===== config.mk =====
export PLATFORM = sky130hd
export DESIGN_NAME = addsub_arbiter
export DESIGN_NICKNAME = d
export VERILOG_FILES = /design/src/rtl/addsub_arbiter.sv
export SDC_FILE = /design/constraint.sdc
export NUM_CORES = 1
export LEC_CHECK = 0
export CAP_MARGIN = 20
export CORE_AREA = 2 2 105 107
export CTS_CLUSTER_DIAMETER = 200
export DETAILED_ROUTE_END_ITERATION = 10
export DIE_AREA = 0 0 107 109
export DONT_BUFFER_PORTS = 1
export PLACE_DENSITY = 0.65
export SKIP_LAST_GASP = 1
export SLEW_MARGIN = 20
export SYNTH_ARGS = -nofsm -noshare
export SYNTH_HDL_FRONTEND = slang
export SYNTH_SLANG_ARGS = --single-unit
export TNS_END_PERCENT = 100

===== constraint.sdc =====
create_clock -name clk -period 3.5 [get_ports clk]
set_input_delay 0.35 -clock clk [delete_from_list [all_inputs] [get_ports clk]]
set_output_delay 0.35 -clock clk [all_outputs]
set_load 0.02 [all_outputs]

===== src/rtl/addsub_arbiter.sv =====
// Round-robin arbiter sharing one Sub_adder_16bit among NREQ requesters.
// Optional signed-overflow output enabled by `define ADDSUB_ARB_OVF_EN.

module Sub_adder_16bit (
  input  logic [15:0] a,
  input  logic [15:0] b,
  input  logic        mode,
  output logic [15:0] sum,
  output logic        cout
);
  // mode=1 turns B into its two's complement: A + ~B + 1
  assign {cout, sum} = {1'b0, a} + {1'b0, b ^ {16{mode}}} + {16'd0, mode};
endmodule

module addsub_arbiter #(
  parameter int NREQ = 4,
  parameter int IDW  = 2
) (
  input  logic                  clk,
  input  logic                  rst_n,
  input  logic [NREQ-1:0]       req_valid,
  output logic [NREQ-1:0]       req_ready,
  input  logic [NREQ-1:0][15:0] req_a,
  input  logic [NREQ-1:0][15:0] req_b,
  input  logic [NREQ-1:0]       req_mode,
  output logic                  rsp_valid,
  input  logic                  rsp_ready,
  output logic [IDW-1:0]        rsp_id,
  output logic [15:0]           rsp_sum,
  output logic                  rsp_cout
`ifdef ADDSUB_ARB_OVF_EN
  , output logic                rsp_ovf
`endif
);
  localparam logic [1:0] S_IDLE = 2'd0;
  localparam logic [1:0] S_EXEC = 2'd1;
  localparam logic [1:0] S_RESP = 2'd2;

  logic [1:0]     st;
  logic [IDW-1:0] ptr;
  logic [IDW-1:0] win;
  logic           found;
  logic [15:0]    op_a, op_b;
  logic           op_mode;
  logic [IDW-1:0] op_id;
  logic [15:0]    alu_sum;
  logic           alu_cout;
  logic           grant_ok;

  // Rotating search: first valid requester after ptr, wrapping.
  always_comb begin
    logic [IDW:0] j;
    found = 1'b0;
    win   = '0;
    j     = '0;
    for (int i = 1; i <= NREQ; i++) begin
      j = {1'b0, ptr} + (IDW+1)'(i);
      if (j >= (IDW+1)'(NREQ)) j = j - (IDW+1)'(NREQ);
      if (!found && req_valid[j[IDW-1:0]]) begin
        found = 1'b1;
        win   = j[IDW-1:0];
      end
    end
  end

  // rst_n gating keeps req_ready low for the whole reset interval.
  assign grant_ok = (st == S_IDLE) && found && rst_n;

  for (genvar k = 0; k < NREQ; k++) begin : g_rdy
    assign req_ready[k] = grant_ok && (win == IDW'(k));
  end

  Sub_adder_16bit u_alu (
    .a    (op_a),
    .b    (op_b),
    .mode (op_mode),
    .sum  (alu_sum),
    .cout (alu_cout)
  );

  always_ff @(posedge clk or negedge rst_n) begin
    if (!rst_n) begin
      st        <= S_IDLE;
      ptr       <= IDW'(NREQ-1);
      op_a      <= '0;
      op_b      <= '0;
      op_mode   <= 1'b0;
      op_id     <= '0;
      rsp_valid <= 1'b0;
      rsp_id    <= '0;
      rsp_sum   <= '0;
      rsp_cout  <= 1'b0;
    end else begin
      case (st)
        S_IDLE: if (grant_ok) begin
          op_a    <= req_a[win];
          op_b    <= req_b[win];
          op_mode <= req_mode[win];
          op_id   <= win;
          ptr     <= win;
          st      <= S_EXEC;
        end
        S_EXEC: begin
          rsp_sum   <= alu_sum;
          rsp_cout  <= alu_cout;
          rsp_id    <= op_id;
          rsp_valid <= 1'b1;
          st        <= S_RESP;
        end
        S_RESP: if (rsp_ready) begin
          rsp_valid <= 1'b0;
          st        <= S_IDLE;
        end
        default: st <= S_IDLE;
      endcase
    end
  end

`ifdef ADDSUB_ARB_OVF_EN
  // Effective B sign is b15^mode; overflow when result sign differs from equal input signs.
  always_ff @(posedge clk or negedge rst_n) begin
    if (!rst_n)            rsp_ovf <= 1'b0;
    else if (st == S_EXEC) rsp_ovf <= (op_a[15] == (op_b[15] ^ op_mode)) && (alu_sum[15] != op_a[15]);
  end
`endif

endmodule


==> impl_metrics.env <==
# flow metrics
export IMPL_critPathLaunch="op_mode$_DFFE_PN0P_"
export IMPL_fin_nets=500
export IMPL_outcome="finished clean"
export IMPL_cts_num_sinks=59
export IMPL_io_pins=163
export IMPL_hp_start="rsp_ready"
export IMPL_fin_cells=489
export IMPL_pg_comb_mw=3.48
export IMPL_top_area_share_pct=34.5
export IMPL_worstSetupEndpoint="rsp_sum[14]$_DFFE_PN0P_"
export IMPL_die_h_um=109
export IMPL_whs_endpoint="st[1]$_DFFE_PN0P_"
export IMPL_clk_pin_slew_ns=0.07
export IMPL_grt_max_degree=60
export IMPL_tightest_slew_ns=0.661
export IMPL_design_seq_count=59
export IMPL_hp_class="in -> reg"
export IMPL_crit_family="AND-OR/OR-AND gates"
export IMPL_lay_top_cells="57 x dfrtp_1, 41 x nand2_1, 33 x mux4_2"
export IMPL_grt_busiest_layer="met2"
export IMPL_pre_cts_ws_ns=0.815
export IMPL_power_density_mw_per_mm2=1230
export IMPL_logic_area_mm2=0.00252
==> layer usage <==
| layer | wire length, um | up-vias |
|---|---|---|
| li1 | - | 1288 |
| met1 | 4060 | 1294 |
| met2 | 4380 | 122 |
| met3 | 887 | 17 |
| met4 | 147 | 2 |
| met5 | 13 | - |
==> logic make-up after synthesis <==
kind of cell    after synthesis  synth area share, %
compound gates               66                 10.7
xor+xnor                     26                 5.52
fa+ha+maj                    17                 5.33
buf+inv                      27                 3.88
flops                        59                 35.8
mux                          68                 29.7
simple gates                 79                 9.00
==> repair_timing <==
action | CTS | global route
setup buffers | 0 | 0
hold endpoints to repair | 59 | 0
hold buffers | 2 | 0
==> flip-flops by register name, indices dropped and copies added (netlist names), 2 cells and up <==
signal and flops:
op_b 16, op_id 2, op_a 16, ptr 2, rsp_id 2, st 2
rsp_sum 16
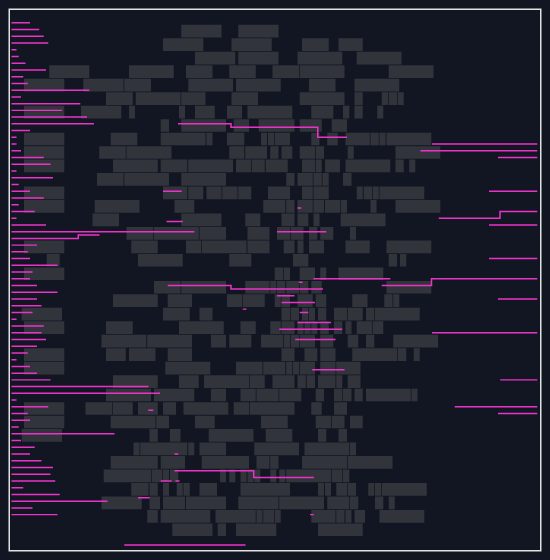
(images/met3.png)
Cells faint in the background.
nets with wire on the layer: 100
main direction: horizontal
wire length on this layer: 888 um
Vias: 2723
final WL: 9490 um

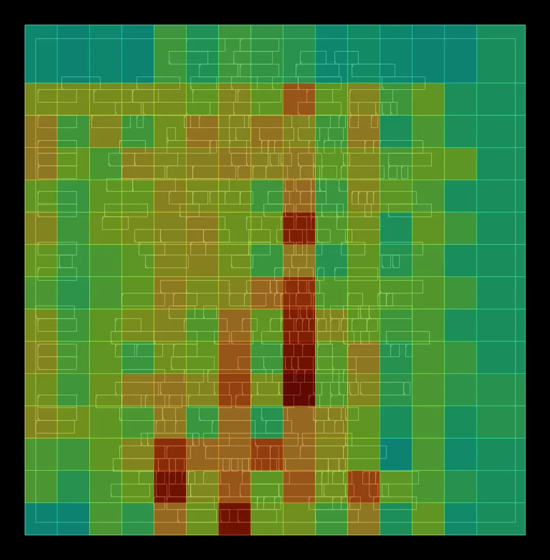
(images/final_congestion.png)
Final Util: 42.2%
WL/cell: 19.4 um
GRT met1 Usage: 22.2%

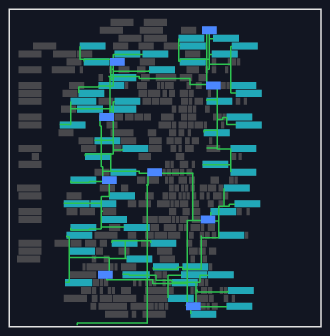
(images/clock_map.png)
legend:
  green:
    item: clock wires
    length: 847 um
  blue:
    item: cells driving clock nets
    count: 9
  cyan:
    item: flip-flops
    count: 59
routed clock nets: 10
Power Clock: 556 uW
clock power share: 10.1%
clk latency late pin: 0.35 ns
clk_skew: 0.00430 ns

Power figures rest on the tool's default switching activity, not on a simulated workload.
